--- config.mk ---
export PLATFORM = sky130hd
export DESIGN_NAME = sync_filter_flat
export DESIGN_NICKNAME = d
export VERILOG_FILES = /design/src/rtl/sync_filter_if.sv /design/src/rtl/sync_filter.sv /design/src/flat_wrapper.sv
export SDC_FILE = /design/constraint.sdc
export NUM_CORES = 1
export LEC_CHECK = 0
export CAP_MARGIN = 15
export CORE_AREA = 2 2 39 41
export DETAILED_ROUTE_END_ITERATION = 8
export DIE_AREA = 0 0 41 43
export GPL_ROUTABILITY_DRIVEN = 1
export SYNTH_ARGS = -nofsm -noshare
export SYNTH_HDL_FRONTEND = slang
export SYNTH_SLANG_ARGS = --single-unit
--- constraint.sdc ---
create_clock -name clk_dst -period 1.3 [get_ports clk_dst]
set_clock_uncertainty 0.1 [all_clocks]
set_input_delay 0.13 -clock clk_dst [delete_from_list [all_inputs] [get_ports clk_dst]]
set_output_delay 0.13 -clock clk_dst [all_outputs]
set_load 0.05 [all_outputs]
--- src/rtl/sync_filter_if.sv ---
// sync_filter_if: per-channel asynchronous inputs and filtered level/edge outputs.
interface sync_filter_if #(parameter int WIDTH = 1);
  logic [WIDTH-1:0] data_in;
  logic [WIDTH-1:0] data_out;
  logic [WIDTH-1:0] rise;
  logic [WIDTH-1:0] fall;
  logic [WIDTH-1:0] glitch;
  modport master (output data_in, input data_out, rise, fall, glitch);
  modport slave (input data_in, output data_out, rise, fall, glitch);
endinterface

--- src/rtl/sync_filter.sv ---
// sync_filter: per-channel synchronizer chain followed by a stability filter
// that emits registered rise/fall pulses on accepted edges and glitch on abandoned ones.
module sync_filter #(
  parameter int WIDTH = 1,
  parameter int STAGES = 2,
  parameter int FILT_CYCLES = 4,
  parameter logic [WIDTH-1:0] RESET_VAL = '0
) (
  input logic clk_dst,
  input logic rst_n_dst,
  sync_filter_if.slave bus
);
  localparam int CW = $clog2(FILT_CYCLES + 1);
`ifdef SIMULATION
  if (STAGES < 2 || STAGES > 4) begin : g_bad_stages
    $error("sync_filter: STAGES must be 2..4");
  end
  if (FILT_CYCLES < 1 || FILT_CYCLES > 256) begin : g_bad_filt
    $error("sync_filter: FILT_CYCLES must be 1..256");
  end
  if (WIDTH < 1) begin : g_bad_width
    $error("sync_filter: WIDTH must be >= 1");
  end
`endif
  (* ASYNC_REG = "TRUE" *) logic [WIDTH-1:0] r_sync [STAGES];
  logic [WIDTH-1:0] w_out, w_rise, w_fall, w_glitch;
  always_ff @(posedge clk_dst or negedge rst_n_dst)
    if (!rst_n_dst) begin
      for (int k = 0; k < STAGES; k++) r_sync[k] <= RESET_VAL;
    end else begin
      r_sync[0] <= bus.data_in;
      for (int k = 1; k < STAGES; k++) r_sync[k] <= r_sync[k-1];
    end
  for (genvar i = 0; i < WIDTH; i++) begin : g_ch
    logic [CW-1:0] r_cnt;
    logic r_out, r_rise, r_fall, r_glitch;
    logic w_s, w_diff, w_done;
    assign w_s = r_sync[STAGES-1][i];
    assign w_diff = w_s ^ r_out;
    // r_cnt counts earlier cycles of the current candidate, so acceptance is at FILT_CYCLES-1
    assign w_done = w_diff && r_cnt == CW'(FILT_CYCLES - 1);
    always_ff @(posedge clk_dst or negedge rst_n_dst)
      if (!rst_n_dst) begin
        r_cnt <= '0;
        r_out <= RESET_VAL[i];
        r_rise <= 1'b0;
        r_fall <= 1'b0;
        r_glitch <= 1'b0;
      end else begin
        r_cnt <= (w_diff && !w_done) ? r_cnt + 1'b1 : '0;
        r_out <= w_done ? w_s : r_out;
        r_rise <= w_done && w_s;
        r_fall <= w_done && !w_s;
        r_glitch <= !w_diff && r_cnt != '0;
      end
    assign w_out[i] = r_out;
    assign w_rise[i] = r_rise;
    assign w_fall[i] = r_fall;
    assign w_glitch[i] = r_glitch;
  end
  assign bus.data_out = w_out;
  assign bus.rise = w_rise;
  assign bus.fall = w_fall;
  assign bus.glitch = w_glitch;
endmodule

--- src/flat_wrapper.sv ---
// flat-port wrapper written by rule: the top's interface ports become plain ports
module sync_filter_flat 
#(
  parameter int WIDTH = 1,
  parameter int STAGES = 2,
  parameter int FILT_CYCLES = 4,
  parameter logic [WIDTH-1:0] RESET_VAL = '0
)
  (clk_dst, rst_n_dst, bus_data_in, bus_data_out, bus_rise, bus_fall, bus_glitch);
  sync_filter_if #(.WIDTH(WIDTH)) bus_i ();
  input logic clk_dst;
  input logic rst_n_dst;
  input wire logic [$bits(bus_i.data_in)-1:0] bus_data_in;
  output wire logic [$bits(bus_i.data_out)-1:0] bus_data_out;
  output wire logic [$bits(bus_i.rise)-1:0] bus_rise;
  output wire logic [$bits(bus_i.fall)-1:0] bus_fall;
  output wire logic [$bits(bus_i.glitch)-1:0] bus_glitch;
  assign bus_i.data_in = bus_data_in;
  assign bus_data_out = bus_i.data_out;
  assign bus_rise = bus_i.rise;
  assign bus_fall = bus_i.fall;
  assign bus_glitch = bus_i.glitch;
  sync_filter #(.WIDTH(WIDTH), .STAGES(STAGES), .FILT_CYCLES(FILT_CYCLES), .RESET_VAL(RESET_VAL)) u_core (.clk_dst(clk_dst), .rst_n_dst(rst_n_dst), .bus(bus_i));
endmodule
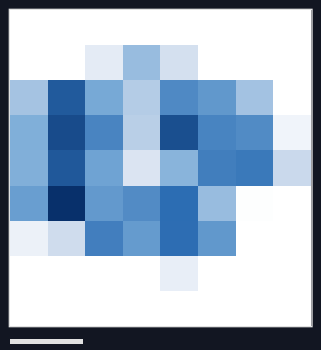
Fig. 1. Placement density heat map.
The bar under the picture is 10 um long. The die is cut into 8 by 9 equal tiles; white is low, dark blue is high, 0 to 100% covered.
- mean over tiles: 28%
- fullest tile: 100%
- emptiest ninth of the die: lower right
share of the core filled with cells in the final layout: 0.365
Init Core Util: 0.258
Core Area: 0.00138 mm^2

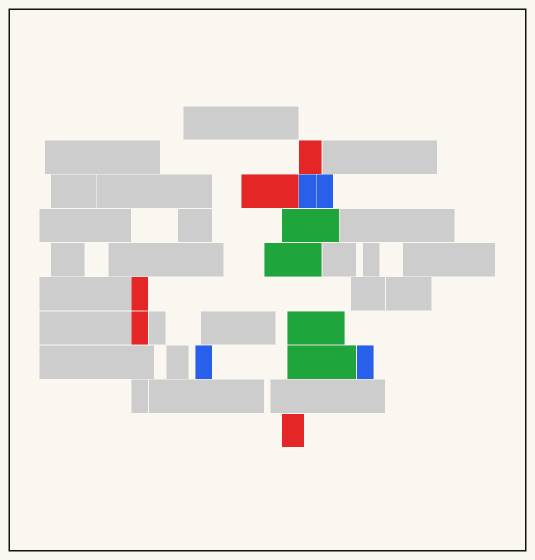
Fig. 2. Gate families picked out.
- inverters: blue (cells 4; most used inv_1; where centre)
- adder and majority cells: green (cells 4; most used ha_1; where centre)
- NOR gates: red (cells 5; where centre)

==> summary.rpt <==
FLOW METRICS REPORT
----------------------------------------------------
[Run status]
  Outcome ........................ complete, no violations

[Logic synthesis]
  #FFs+latches synth ........................ 9
  Unique cell type count in the Yosys netlist ........................ 10
  Average instance area after synthesis ........................ 13.2 um^2
  Share of flip-flops with an asynchronous set or reset ........................ 1.00
  Gate count of the mapped netlist ........................ 27
  Leading cell types by total area after synthesis ........................ dfrtp_1, ha_1, xnor2_2

[Route]
  Post-detailed-routing wire length ........................ 556 um
  Number of DRC markers in iteration 0 ........................ 0
  DRC Markers ........................ 0

[Layout]
  Total area of multi-input combinational cells ........................ 119 um^2
  Number of flip-flops under the largest register name ........................ 3
  Area added between synthesis and finish ........................ 41.8%
  Area taken by flip-flops and latches ........................ 225 um^2
  Top cell category ........................ registers
  Layout clock area frac ........................ 0.0520
  Inverters ........................ 4
  Net count reported at finish ........................ 45
  Number of flip-flops and latches ........................ 9
  Bufs w/o clock ........................ 6

[GRT]
  Busiest metal layer after global routing ........................ met1
  Final global-route overflow total ........................ 0
  Met3 usage ........................ 0.0942
  First-pass GRT wire length ........................ 1060 um

[Setup path]
  Maximum fanout along the worst path ........................ 3
  Critical path origin ........................ u_core.g_ch[0].r_cnt[0]

[Clock network]
  Post-CTS Resized ........................ 0
  Clock edge transition at the registers on the reported setup and hold paths ........................ 0.07 ns
  Post-CTS Setup Repair Bufs ........................ 0

[STA]
  Least-Margin Pin Slew ........................ 0.397 ns
  Final tally of setup violations ........................ 0

[Job]
  Count of tool warnings ........................ 28

----------------------------------------------------
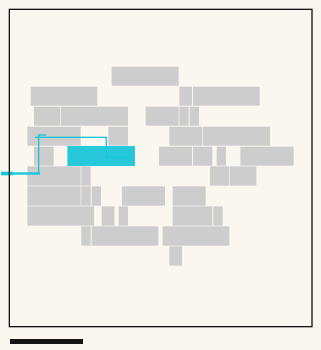
Fig. 3. Port wiring.
The bar under the picture is 10 um long.
- bus_rise: cyan (direction output; edge left; end cells 1; wire 25.7 um)

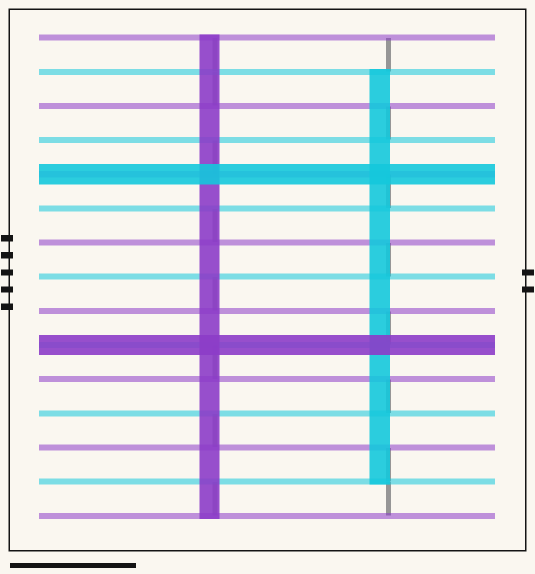
Fig. 4. Floorplan with the power grid.
The bar under the picture is 10 um long. Pins as bars on the die edge. Tap cells in grey.
- VSS: purple
- VDD: cyan
- tap cells: 16
- signal pins: 7
- rows: 14
die height: 43 um
Peak VDD IR: 0.00122 V
die width: 41 um

[through the flow]
step           hold slack, ns  utilization  instance area (um^2)  instances
4_1_cts                0.0690        0.363                   503         53
2_1_floorplan          -0.266            -                   357         27
6_report               0.0545        0.365                   505         53
3_5_place_dp            0.241        0.344                   477         49
5_1_grt                0.0970        0.365                   505         53
3_3_place_gp            0.235        0.344                   477         49
[power by group through the flow]
stage | combinational [uW] | sequential [uW] | clock [uW]
after floorplan | 139 | 494 | 0
after global placement | 392 | 418 | 0
after detailed placement | 400 | 417 | 0
after CTS | 399 | 413 | 233
after global routing | 439 | 418 | 253
final | 392 | 412 | 220
[worst max-delay path: stages, from the launching register on]
cell and delay [ns]:
dfrtp_1 0.40, ha_1 0.22, ha_1 0.23, nor3_1 0.19
